[config.mk]
export PLATFORM = sky130hd
export DESIGN_NAME = lsu_ctrl
export DESIGN_NICKNAME = d
export VERILOG_FILES = /design/src/rtl/lsu_ctrl.sv
export SDC_FILE = /design/constraint.sdc
export NUM_CORES = 1
export LEC_CHECK = 0
export ABC_AREA = 1
export CAP_MARGIN = 5
export CORE_ASPECT_RATIO = 1.25
export CORE_UTILIZATION = 45
export CTS_BUF_LIST = sky130_fd_sc_hd__clkbuf_8 sky130_fd_sc_hd__clkbuf_16
export DETAILED_ROUTE_END_ITERATION = 7
export GPL_ROUTABILITY_DRIVEN = 0
export PLACE_DENSITY = 0.78
export SYNTH_ARGS = -nofsm -noshare
export SYNTH_HDL_FRONTEND = slang
export SYNTH_SLANG_ARGS = --single-unit
[constraint.sdc]
create_clock -name clk -period 1.84 [get_ports clk]
set_input_delay 0.368 -clock clk [delete_from_list [all_inputs] [get_ports clk]]
set_output_delay 0.368 -clock clk [all_outputs]
set_load 0.01 [all_outputs]
[src/rtl/lsu_ctrl.sv]
// Load/store unit controller: accepts one pipeline request at a time, drives a
// request/grant/rvalid data-memory port and returns aligned, extended load data.
module lsu_ctrl #(
  parameter int unsigned TIMEOUT_CYCLES = 255
) (
  input  logic        clk,
  input  logic        rst_n,
  input  logic        req_valid,
  output logic        req_ready,
  input  logic        req_we,
  input  logic [31:0] req_addr,
  input  logic [31:0] req_wdata,
  input  logic [2:0]  req_size,
  output logic        resp_valid,
  output logic [31:0] resp_rdata,
  output logic        resp_err,
  output logic        mem_req,
  output logic        mem_we,
  output logic [31:0] mem_addr,
  output logic [3:0]  mem_be,
  output logic [31:0] mem_wdata,
  input  logic        mem_gnt,
  input  logic        mem_rvalid,
  input  logic [31:0] mem_rdata,
  output logic        busy
);

  localparam int CW = (TIMEOUT_CYCLES < 2) ? 1 : $clog2(TIMEOUT_CYCLES + 1);

  typedef enum logic [1:0] {IDLE, REQ, WAIT, RESP} state_t;

  state_t        r_state;
  state_t        w_state_next;
  logic          r_we;
  logic [31:0]   r_addr;
  logic [31:0]   r_wdata;
  logic [2:0]    r_size;
  logic [CW-1:0] r_cnt;
  logic [31:0]   r_rdata;
  logic          r_err;

  logic          w_accept;
  logic          w_bad_in;
  logic          w_in_mem;
  logic          w_timeout;
  logic [31:0]   w_shifted;
  logic [31:0]   w_load_data;
  logic [3:0]    w_be;
  logic [31:0]   w_wdata;

  assign w_accept  = req_valid && (r_state == IDLE);
  assign w_in_mem  = (r_state == REQ) || (r_state == WAIT);
  assign w_timeout = w_in_mem && (r_cnt == CW'(TIMEOUT_CYCLES - 1));

  // Alignment is judged on the incoming request so a bad access skips the memory port.
  always_comb begin
    w_bad_in = 1'b0;
    case (req_size)
      3'b000:         w_bad_in = (req_addr[1:0] != 2'b00);
      3'b001, 3'b011: w_bad_in = req_addr[0];
      3'b010, 3'b100: w_bad_in = 1'b0;
      default:        w_bad_in = 1'b1;
    endcase
  end

  always_comb begin
    w_state_next = r_state;
    case (r_state)
      IDLE: if (w_accept) w_state_next = w_bad_in ? RESP : REQ;
      REQ: begin
        if (w_timeout)    w_state_next = RESP;
        else if (mem_gnt) w_state_next = WAIT;
      end
      WAIT: begin
        if (w_timeout || mem_rvalid) w_state_next = RESP;
      end
      RESP:    w_state_next = IDLE;
      default: w_state_next = IDLE;
    endcase
  end

  always_ff @(posedge clk or negedge rst_n) begin
    if (!rst_n) begin
      r_state <= IDLE;
    end else begin
      r_state <= w_state_next;
    end
  end

  always_comb begin
    w_shifted   = mem_rdata >> {r_addr[1:0], 3'b000};
    w_load_data = 32'd0;
    case (r_size)
      3'b000:  w_load_data = w_shifted;
      3'b001:  w_load_data = {{16{w_shifted[15]}}, w_shifted[15:0]};
      3'b010:  w_load_data = {{24{w_shifted[7]}}, w_shifted[7:0]};
      3'b011:  w_load_data = {16'd0, w_shifted[15:0]};
      3'b100:  w_load_data = {24'd0, w_shifted[7:0]};
      default: w_load_data = 32'd0;
    endcase
  end

  always_ff @(posedge clk or negedge rst_n) begin
    if (!rst_n) begin
      r_we    <= 1'b0;
      r_addr  <= 32'd0;
      r_wdata <= 32'd0;
      r_size  <= 3'd0;
      r_cnt   <= '0;
      r_rdata <= 32'd0;
      r_err   <= 1'b0;
    end else if (w_accept) begin
      r_we    <= req_we;
      r_addr  <= req_addr;
      r_wdata <= req_wdata;
      r_size  <= req_size;
      r_cnt   <= '0;
      r_rdata <= 32'd0;
      r_err   <= w_bad_in;
    end else if (w_in_mem) begin
      r_cnt <= r_cnt + CW'(1);
      // Timeout takes priority over a grant or completion in the same cycle.
      if (w_timeout) begin
        r_err   <= 1'b1;
        r_rdata <= 32'd0;
      end else if ((r_state == WAIT) && mem_rvalid) begin
        r_err   <= 1'b0;
        r_rdata <= r_we ? 32'd0 : w_load_data;
      end
    end
  end

  always_comb begin
    w_be    = 4'b0000;
    w_wdata = 32'd0;
    case (r_size)
      3'b000: begin
        w_be    = 4'b1111;
        w_wdata = r_wdata;
      end
      3'b001, 3'b011: begin
        w_be    = 4'b0011 << r_addr[1:0];
        w_wdata = {2{r_wdata[15:0]}};
      end
      3'b010, 3'b100: begin
        w_be    = 4'b0001 << r_addr[1:0];
        w_wdata = {4{r_wdata[7:0]}};
      end
      default: begin
        w_be    = 4'b0000;
        w_wdata = 32'd0;
      end
    endcase
  end

  // Memory-side fields are only driven while requesting, so they read as zero otherwise.
  assign mem_req    = (r_state == REQ);
  assign mem_we     = mem_req && r_we;
  assign mem_addr   = mem_req ? {r_addr[31:2], 2'b00} : 32'd0;
  assign mem_be     = mem_req ? w_be : 4'b0000;
  assign mem_wdata  = mem_req ? w_wdata : 32'd0;

  assign resp_valid = (r_state == RESP);
  assign resp_err   = resp_valid && r_err;
  assign resp_rdata = resp_valid ? r_rdata : 32'd0;

  assign req_ready  = (r_state == IDLE);
  assign busy       = (r_state != IDLE);

endmodule

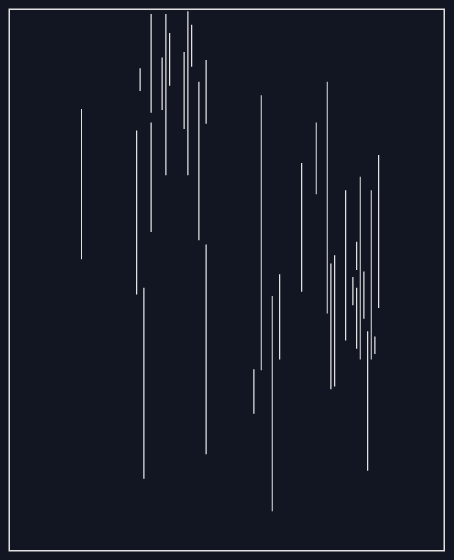
run_1/layer_met4.png
longest straight run	68.7 um
share of all routed wire	4.3%
wire length on this layer	994 um

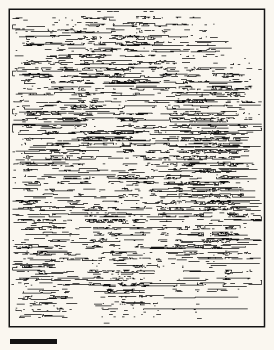
run_1/layer_met1.png
The bar under the picture is 20 um long.
longest straight run	44.6 um
nets with wire on the layer	1135
wire length on this layer	8100 um
main direction	horizontal
share of all routed wire	35%
total wire length: 23000 um
DR vias: 7247
met1 GRT Util: 32.5%

==> metrics.cfg, run 1 <==
[floorplan]
ios=211
die_h_um=135

[logic_synthesis]
syn_area_um2=6410
synth.logic.top_family=simple AND/OR/NAND/NOR gates
synth_cells=946
ys_ff=111
topCellsByArea=dfrtp_1 (43%), nand2_1 (26%), inv_1 (5.6%)
edf_count=0

[critical_path]
crit_path_top_delay_cell=dfrtp_2
rr_worst_depth=14
worstPathCellList=o21ai_4 -> nand2_8 -> nor2_2 -> a21oi_2 -> nor2_1 -> clkdlybuf4s15_2
rrSetupSlack_ns=-0.11
cp.required_ns=1.47
timing.rr.start=r_state[0]$_DFFE_PN0P_
crit_buf_inv=1
crit_type=flop to primary output
crit_family=flip-flops

[cells_and_area]
nNonClkBuffers=302
logic_gates=681
finalNonFillerCells=1386
layout_top_cell=nand2_1
num-nonclk-inverters=101
dominant_cells=combinational gates
comb_share_pct=35.3

[timing]
setup_ws_ns=-0.282
hold_violations=0
setup_violations=130
whs_ns=0.347

[route]
wl_met1_um=8100
top_layer_used=met4
dr.pass1.iters=6
wl_met3_um=1840

[pwr]
vdd_drop_max_mv=1.06
leakagePower_nw=6.13
p_seq_w=0.00478

[place]
port_buffers=208

[flow_run]
cap_violations=0

[clocking]
cts_hold_buffers=1

[outcome]
violations=setup timing
status=complete, but fails checks

[grt]
grt_start_max_net_pins=73

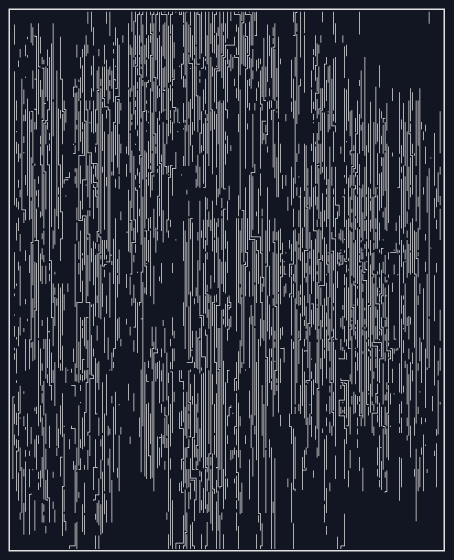
run_1/layer_met2.png
share of all routed wire	53%
wire length on this layer	12100 um
main direction	vertical
longest straight run	45.9 um
nets with wire on the layer	1110

run_1/layer_met3.png
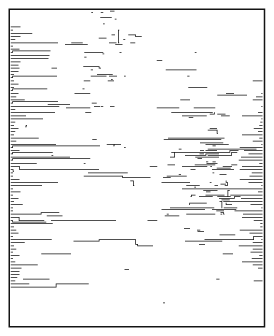

==> run 1 -> run 2 <==
Settings changed: ABC_CLOCK_PERIOD_IN_PS from default to 1840, CORE_UTILIZATION 45 to 47, PLACE_DENSITY 0.78 to 0.81.
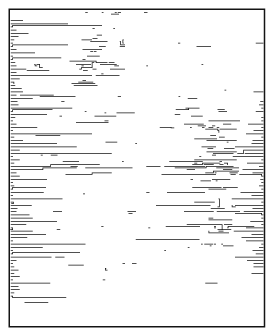
run_2/layer_met3.png
nets with wire on the layer	236
wire length on this layer	1940 um
share of all routed wire	8.4%
routing usage on met3: 6.75%
DR vias: 7278

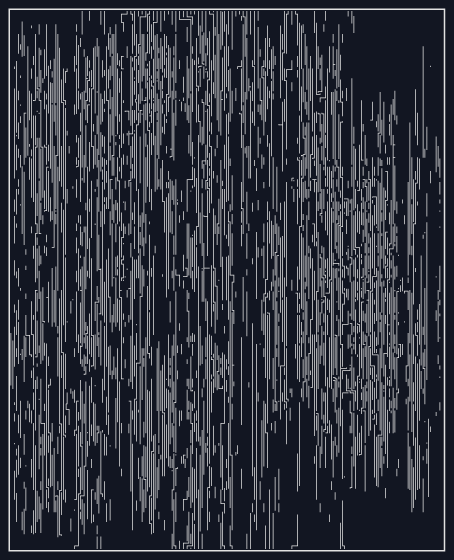
run_2/layer_met2.png
main direction	vertical
share of all routed wire	51%
nets with wire on the layer	1090

==> run 2 against run 1 <==
Against the previous run:
- the flow still finishes with violations (setup timing)
- clock power shrank 4%
- clock-buffer cell count shrank 1
- final area shrank 3.7%
- register-to-register slack gained 0.03 ns
- hold slack gained 0.14 ns
- clock skew shrank 0.0039 ns
- setup slack gained 0.011 ns
- critical path type unchanged
- critical endpoint is now mem_wdata[25]
==> metrics.cfg, run 2 <==
[route]
drt_wl_total_um=23000
wl_met3_um=1940
wl_met1_um=8040
drc=0

[clocking]
cts_hold_buffers=1

[critical_path]
worstPathCellList=o21ai_4 -> nand2_4 -> buf_12 -> nor2_4 -> a21oi_2 -> a21oi_1 -> buf_2
timing.rr.start=r_state[0]$_DFFE_PN0P_
crit_path_end_kind=primary output
rr_worst_depth=14
rrSetupSlack_ns=-0.08
crit_path_top_delay_cell=dfrtp_2
r2r_end=r_rdata[25]$_DFFE_PN0P_
crit_type=flop to primary output
cp.required_ns=1.47

[timing]
whs_ns=0.491
setup_ws_ns=-0.271
setup_violations=122
hold_violations=0

[flow_run]
cap_violations=0

[logic_synthesis]
synth_cells=946
xor_share_pct=0
topCellsByArea=dfrtp_1 (43%), nand2_1 (26%), inv_1 (5.6%)
syn_area_um2=6410
edf_count=0

[floorplan]
die_h_um=133
ios=211

[pwr]
vdd_drop_max_mv=0.900
p_seq_w=0.00473
leakagePower_nw=6.01

[cells_and_area]
logic_gates=681
nNonClkBuffers=299
dominant_cells=combinational gates
comb_share_pct=35.0
num-nonclk-inverters=101
layout_top_cell=nand2_1

[grt]
grt_start_max_net_pins=49
overflow=0

[outcome]
violations=setup timing
status=complete, but fails checks

[hold_path]
hold_start=r_wdata[26]$_DFFE_PN0P_

No activity file was given, so power comes from the tool's default toggle rates.
